[src/rtl/alarm_pkg.sv]
// Shared state encoding and default timing parameters for the alarm controller.
package alarm_pkg;

   typedef enum logic [2:0] {
      ST_IDLE   = 3'd0,
      ST_ARMED  = 3'd1,
      ST_RING   = 3'd2,
      ST_SNOOZE = 3'd3,
      ST_DONE   = 3'd4
   } state_t;

   localparam int unsigned DEF_SNOOZE_SEC = 300;
   localparam int unsigned DEF_RING_SEC   = 60;
   localparam int unsigned DEF_MAX_SNOOZE = 3;

endpackage

[src/rtl/alarm_ctrl_edge_det.sv]
// Rising-edge detector for a debounced button level; a held level never re-fires.
module edge_det (
   input  logic clk,
   input  logic rst,
   input  logic i_level,
   output logic o_rise_c
);

   logic r_prev;

   always_ff @(posedge clk) begin
      if (rst) r_prev <= 1'b0;
      else     r_prev <= i_level;
   end

   assign o_rise_c = i_level & ~r_prev;

endmodule

[src/rtl/alarm_ctrl.sv]
// Alarm clock controller: arm, ring on time match, snooze/stop handling, beep phase.
module alarm_ctrl
   import alarm_pkg::*;
#(
   parameter int unsigned SNOOZE_SEC = DEF_SNOOZE_SEC,
   parameter int unsigned RING_SEC   = DEF_RING_SEC,
   parameter int unsigned MAX_SNOOZE = DEF_MAX_SNOOZE
) (
   input  logic        clk,
   input  logic        rst,
   input  logic        tick_1hz,
   input  logic        alarm_en,
   input  logic        load_active,
   input  logic [15:0] clock_time,
   input  logic [15:0] alarm_time,
   input  logic        snooze_btn,
   input  logic        stop_btn,
   output logic        ringing,
   output logic        buzzer,
   output logic        snooze_active,
   output logic [1:0]  snooze_cnt,
   output logic [2:0]  state
);

   localparam int unsigned MAX_SEC = (SNOOZE_SEC > RING_SEC) ? SNOOZE_SEC : RING_SEC;
   localparam int unsigned TW      = $clog2(MAX_SEC + 1);

   state_t        r_state;
   logic          r_ringing;
   logic          r_buzzer;
   logic          r_phase;
   logic          r_snooze_active;
   logic [1:0]    r_snooze_cnt;
   logic [TW-1:0] r_ring_tmr;
   logic [TW-1:0] r_snz_tmr;

   logic w_match;
   logic w_snooze_rise;
   logic w_stop_rise;

   edge_det u_snooze_edge (
      .clk      (clk),
      .rst      (rst),
      .i_level  (snooze_btn),
      .o_rise_c (w_snooze_rise)
   );

   edge_det u_stop_edge (
      .clk      (clk),
      .rst      (rst),
      .i_level  (stop_btn),
      .o_rise_c (w_stop_rise)
   );

   assign w_match = (clock_time == alarm_time) && !load_active;

   // Outputs are updated together with each transition so they track the next state.
   always_ff @(posedge clk) begin
      if (rst || !alarm_en) begin
         r_state         <= rst ? ST_IDLE : ((r_state == ST_IDLE) ? ST_IDLE : ST_IDLE);
         r_ringing       <= 1'b0;
         r_buzzer        <= 1'b0;
         r_phase         <= 1'b0;
         r_snooze_active <= 1'b0;
         r_snooze_cnt    <= 2'd0;
         r_ring_tmr      <= '0;
         r_snz_tmr       <= '0;
      end else begin
         case (r_state)
            ST_IDLE: r_state <= ST_ARMED;
            ST_ARMED: begin
               if (w_match) begin
                  r_state    <= ST_RING;
                  r_ringing  <= 1'b1;
                  r_ring_tmr <= '0;
                  r_phase    <= 1'b0;
                  r_buzzer   <= 1'b0;
               end
            end
            ST_RING: begin
               if (w_stop_rise) begin
                  r_state   <= ST_DONE;
                  r_ringing <= 1'b0;
                  r_phase   <= 1'b0;
                  r_buzzer  <= 1'b0;
               end else if (w_snooze_rise && (r_snooze_cnt < 2'(MAX_SNOOZE))) begin
                  r_state         <= ST_SNOOZE;
                  r_ringing       <= 1'b0;
                  r_phase         <= 1'b0;
                  r_buzzer        <= 1'b0;
                  r_snooze_active <= 1'b1;
                  r_snooze_cnt    <= r_snooze_cnt + 2'(1);
                  r_snz_tmr       <= '0;
               end else if (tick_1hz) begin
                  if (r_ring_tmr >= TW'(RING_SEC - 1)) begin
                     r_state   <= ST_DONE;
                     r_ringing <= 1'b0;
                     r_phase   <= 1'b0;
                     r_buzzer  <= 1'b0;
                  end else begin
                     r_ring_tmr <= r_ring_tmr + TW'(1);
                     r_phase    <= ~r_phase;
                     r_buzzer   <= ~r_phase;
                  end
               end
            end
            ST_SNOOZE: begin
               if (w_stop_rise) begin
                  r_state         <= ST_DONE;
                  r_snooze_active <= 1'b0;
               end else if (tick_1hz) begin
                  if (r_snz_tmr >= TW'(SNOOZE_SEC - 1)) begin
                     r_state         <= ST_RING;
                     r_snooze_active <= 1'b0;
                     r_ringing       <= 1'b1;
                     r_ring_tmr      <= '0;
                     r_phase         <= 1'b0;
                     r_buzzer        <= 1'b0;
                  end else begin
                     r_snz_tmr <= r_snz_tmr + TW'(1);
                  end
               end
            end
            ST_DONE: begin
               // Wait for the matching minute to pass so the alarm cannot retrigger.
               if (!w_match) begin
                  r_state      <= ST_ARMED;
                  r_snooze_cnt <= 2'd0;
               end
            end
            default: r_state <= ST_IDLE;
         endcase
      end
   end

   assign ringing       = r_ringing;
   assign buzzer        = r_buzzer;
   assign snooze_active = r_snooze_active;
   assign snooze_cnt    = r_snooze_cnt;
   assign state         = 3'(r_state);

endmodule

[config.mk]
export PLATFORM = sky130hd
export DESIGN_NAME = alarm_ctrl
export DESIGN_NICKNAME = d
export VERILOG_FILES = /design/src/rtl/alarm_pkg.sv /design/src/rtl/alarm_ctrl_edge_det.sv /design/src/rtl/alarm_ctrl.sv
export SDC_FILE = /design/constraint.sdc
export NUM_CORES = 1
export LEC_CHECK = 0
export ABC_AREA = 1
export CAP_MARGIN = 20
export CELL_PAD_IN_SITES_DETAIL_PLACEMENT = 2
export CELL_PAD_IN_SITES_GLOBAL_PLACEMENT = 2
export CORE_ASPECT_RATIO = 0.7
export CORE_MARGIN = 10
export CORE_UTILIZATION = 25
export DETAILED_ROUTE_END_ITERATION = 10
export GPL_ROUTABILITY_DRIVEN = 0
export HOLD_SLACK_MARGIN = 0.08
export PLACE_DENSITY_LB_ADDON = 0.1
export SLEW_MARGIN = 15
export SYNTH_ARGS = -nofsm -noshare
export SYNTH_HDL_FRONTEND = slang
export SYNTH_SLANG_ARGS = --single-unit
[constraint.sdc]
create_clock -name clk -period 1.6 [get_ports clk]
set_input_delay 0.16 -clock clk [delete_from_list [all_inputs] [get_ports clk]]
set_output_delay 0.16 -clock clk [all_outputs]
set_load 0.01 [all_outputs]
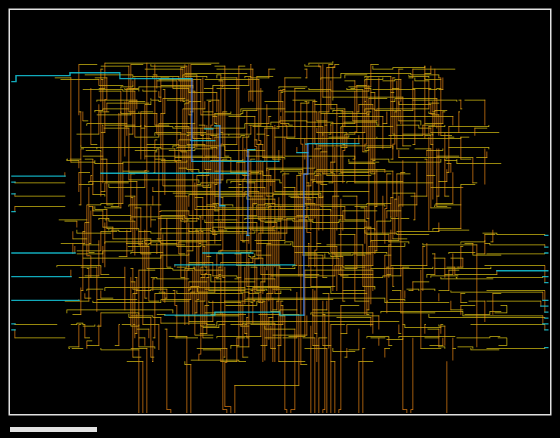
metal_stack.png
Scale bar: 20 um.
[yellow] met1 | wire length: 4,350 um
[cyan] met3 | wire length: 278 um
[blue] met4 | wire length: 97.4 um
[orange] met2 | wire length: 4,990 um
count of vias placed by the detailed router: 2,387
post-detailed-route wirelength per cell: 18.87 um
total wire length after detailed routing: 9719 um
Total Routing Usage GR: 14.23%

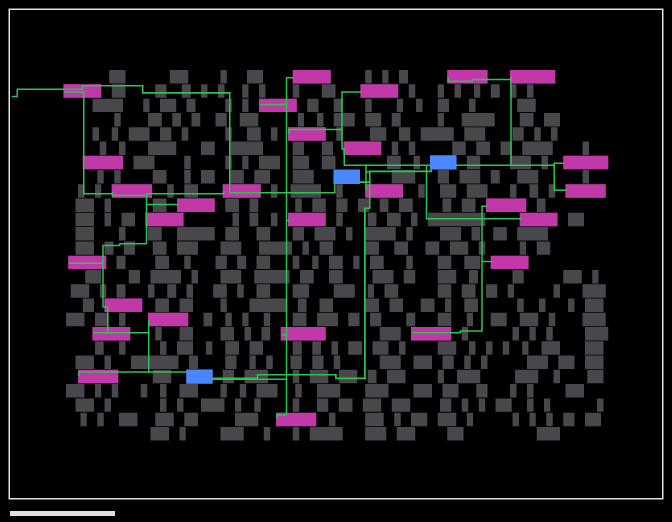
clock_map.png
Scale bar: 20 um.
[magenta] flip-flops | count: 28
[green] clock wires | length: 596 um
[blue] cells driving clock nets | count: 3
routed clock nets: 4
clk ins delay skew pair: 320 ps
worst clock skew: 13.29 ps
portion of total power attributed to the clock network: 31.3%
clock-net power: 631 uW

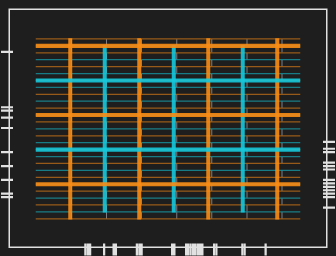
pdn.png
Pins as bars on the die edge. Tap cells in grey.
[cyan] VDD
[orange] VSS
signal pins: 47
rows: 26
met4 straps: 7
met5 straps: 5

==> CHANGELOG.md <==
### Metrics

* Wl on met1 at 4352 um
* Area of the mapped netlist at between 1500 and 2000 um2
* RSZ-0062 raised after global routing: yes
* Final std cell area, no fill at 3428 um2
* Number of global-route vias before repair at ~2,600
* Hold Startpoint: rst
* Die Span Y at 92.98 um
* Most frequent cells after synthesis: sky130_fd_sc_hd__nand2_1, sky130_fd_sc_hd__nor2_1, sky130_fd_sc_hd__inv_1, sky130_fd_sc_hd__dfxtp_1, sky130_fd_sc_hd__nand3_1
* Area overhead of the layout relative to synthesis at 80.26%
* Adders+Majority by Area at 1.974%
* H-Tree Depth at 1
* Area of the die at 11,550 um2
* Global-route wire length before repair at approximately 14,000 um
* Top logic cell family in the synthesized netlist: simple AND/OR/NAND/NOR gates
* Remaining global-route overflow at 0
* Total met2 wirelength after detailed routing at about 5000 um
* Power of the sequential group at ~740 uW
* Fin Setup TNS at -982.0 ps
* Warnings, synthesis at 0
* Clock Tree Buf Depth at 2
* Combinational fraction of design power at 32.1%
* Worst path setup slack after routing at -108.3 ps
* Max cap viols at 0
* Buffering overhead at 27.85%
* Met3 global-route usage at 3.440%
* Data arrival, critical path at a little under 2000 ps
* Most common cell after layout, fill and taps aside: sky130_fd_sc_hd__nand2_1
* Sinks on Clock Net at 28
* Top power group: sequential cells
* Placed instance count at roughly 500
* Portion of the layout cell area used by clock cells at 2.080%
* Outcome: finished with violations
* Tool warning count at 28
* Type of the tightest min-delay check: primary input to register
* Power Combinational at approximately 650 uW
* # port buffers at roughly 46
* Worst Hold Path EP: u_stop_edge.r_prev
* Biggest area cells: sky130_fd_sc_hd__dfxtp_1, sky130_fd_sc_hd__nand2_1, sky130_fd_sc_hd__nor2_1
* Violated checks: setup timing
* Length in cells of the worst reg-to-reg path at 10
* Number of cells in Yosys stat at approximately 310
* Required time at the endpoint of the critical path at between 1500 and 2000 ps
* Final nets at 460
* Fraction of layout instances using a drive strength above 1 at 40.53%
* Crit end category: register
* Comb gate area at around 1500 um2
* Cell type of the slowest stage on the worst timing path: sky130_fd_sc_hd__dfxtp_1
* Share of flip-flops with an asynchronous set or reset after synthesis at 0%
* Tap Cells at about 98
* Multiplexer share at 0%
* Top Usage Layer GRT: met2
* Sequential cell count at 28
* Met1 global-route usage at 17.33%
* Critical Setup Path Class: register to register
* Slew at the pin closest to its max-slew limit at 399.7 ps
* Launching element type of the critical path: register
* Cell depth of the worst hold path at 2
* Last element of the critical path: state[0]
* Number of clock buffers in the layout at 3
* Final tally of max-slew violations at 0
* Destination of the worst register-to-register timing path: state[0]
* Buffers, non-clock at 107
* Post-Route Hold Slack at ~430 ps
* Primary FF master, synth: sky130_fd_sc_hd__dfxtp_1
* Initial antenna violation count at 0
* Final setup violation count at 17
* TritonCTS Buffers at 3
* Largest fanout of any net on the critical path at 3
* Sw power at 669.8 uW
* Post-place setup slack at -532.7 ps
* Setup slack on the worst flop-to-flop path at -110 ps
* Sequential standard cell area at slightly below 600 um2
* Clock slew seen by the registers of the worst setup and hold paths at 120 ps
* Launching instance or port of the critical path: r_ring_tmr[3]
* Pre-antenna DRT Iters at 4
* Number of logic gates at roughly 230
* Largest stage delay, worst path at between 400 and 500 ps
* Pin count of the biggest net entering global routing at 17
* Complex Gates by Area at 9.408%
* Largest contributor to cell area by class: combinational gates
* Share of the final layout cell area in multi-input gates at between 40% and 50%
* Cell type group with the largest total delay on the critical path: simple AND/OR/NAND/NOR gates
* Cell taking the most area after synthesis: sky130_fd_sc_hd__dfxtp_1
* Met3 wire len at between 200 and 300 um
* Number of buffer and inverter stages on the critical path at 0
* Post-synthesis cell type with the largest instance count: sky130_fd_sc_hd__nand2_1
* Final Cycle Share at 106.8%
* Power per cell area at 588.6 nW/um2
* VDD IR max at ~0.00036 V
No activity file was given, so power comes from the tool's default toggle rates.
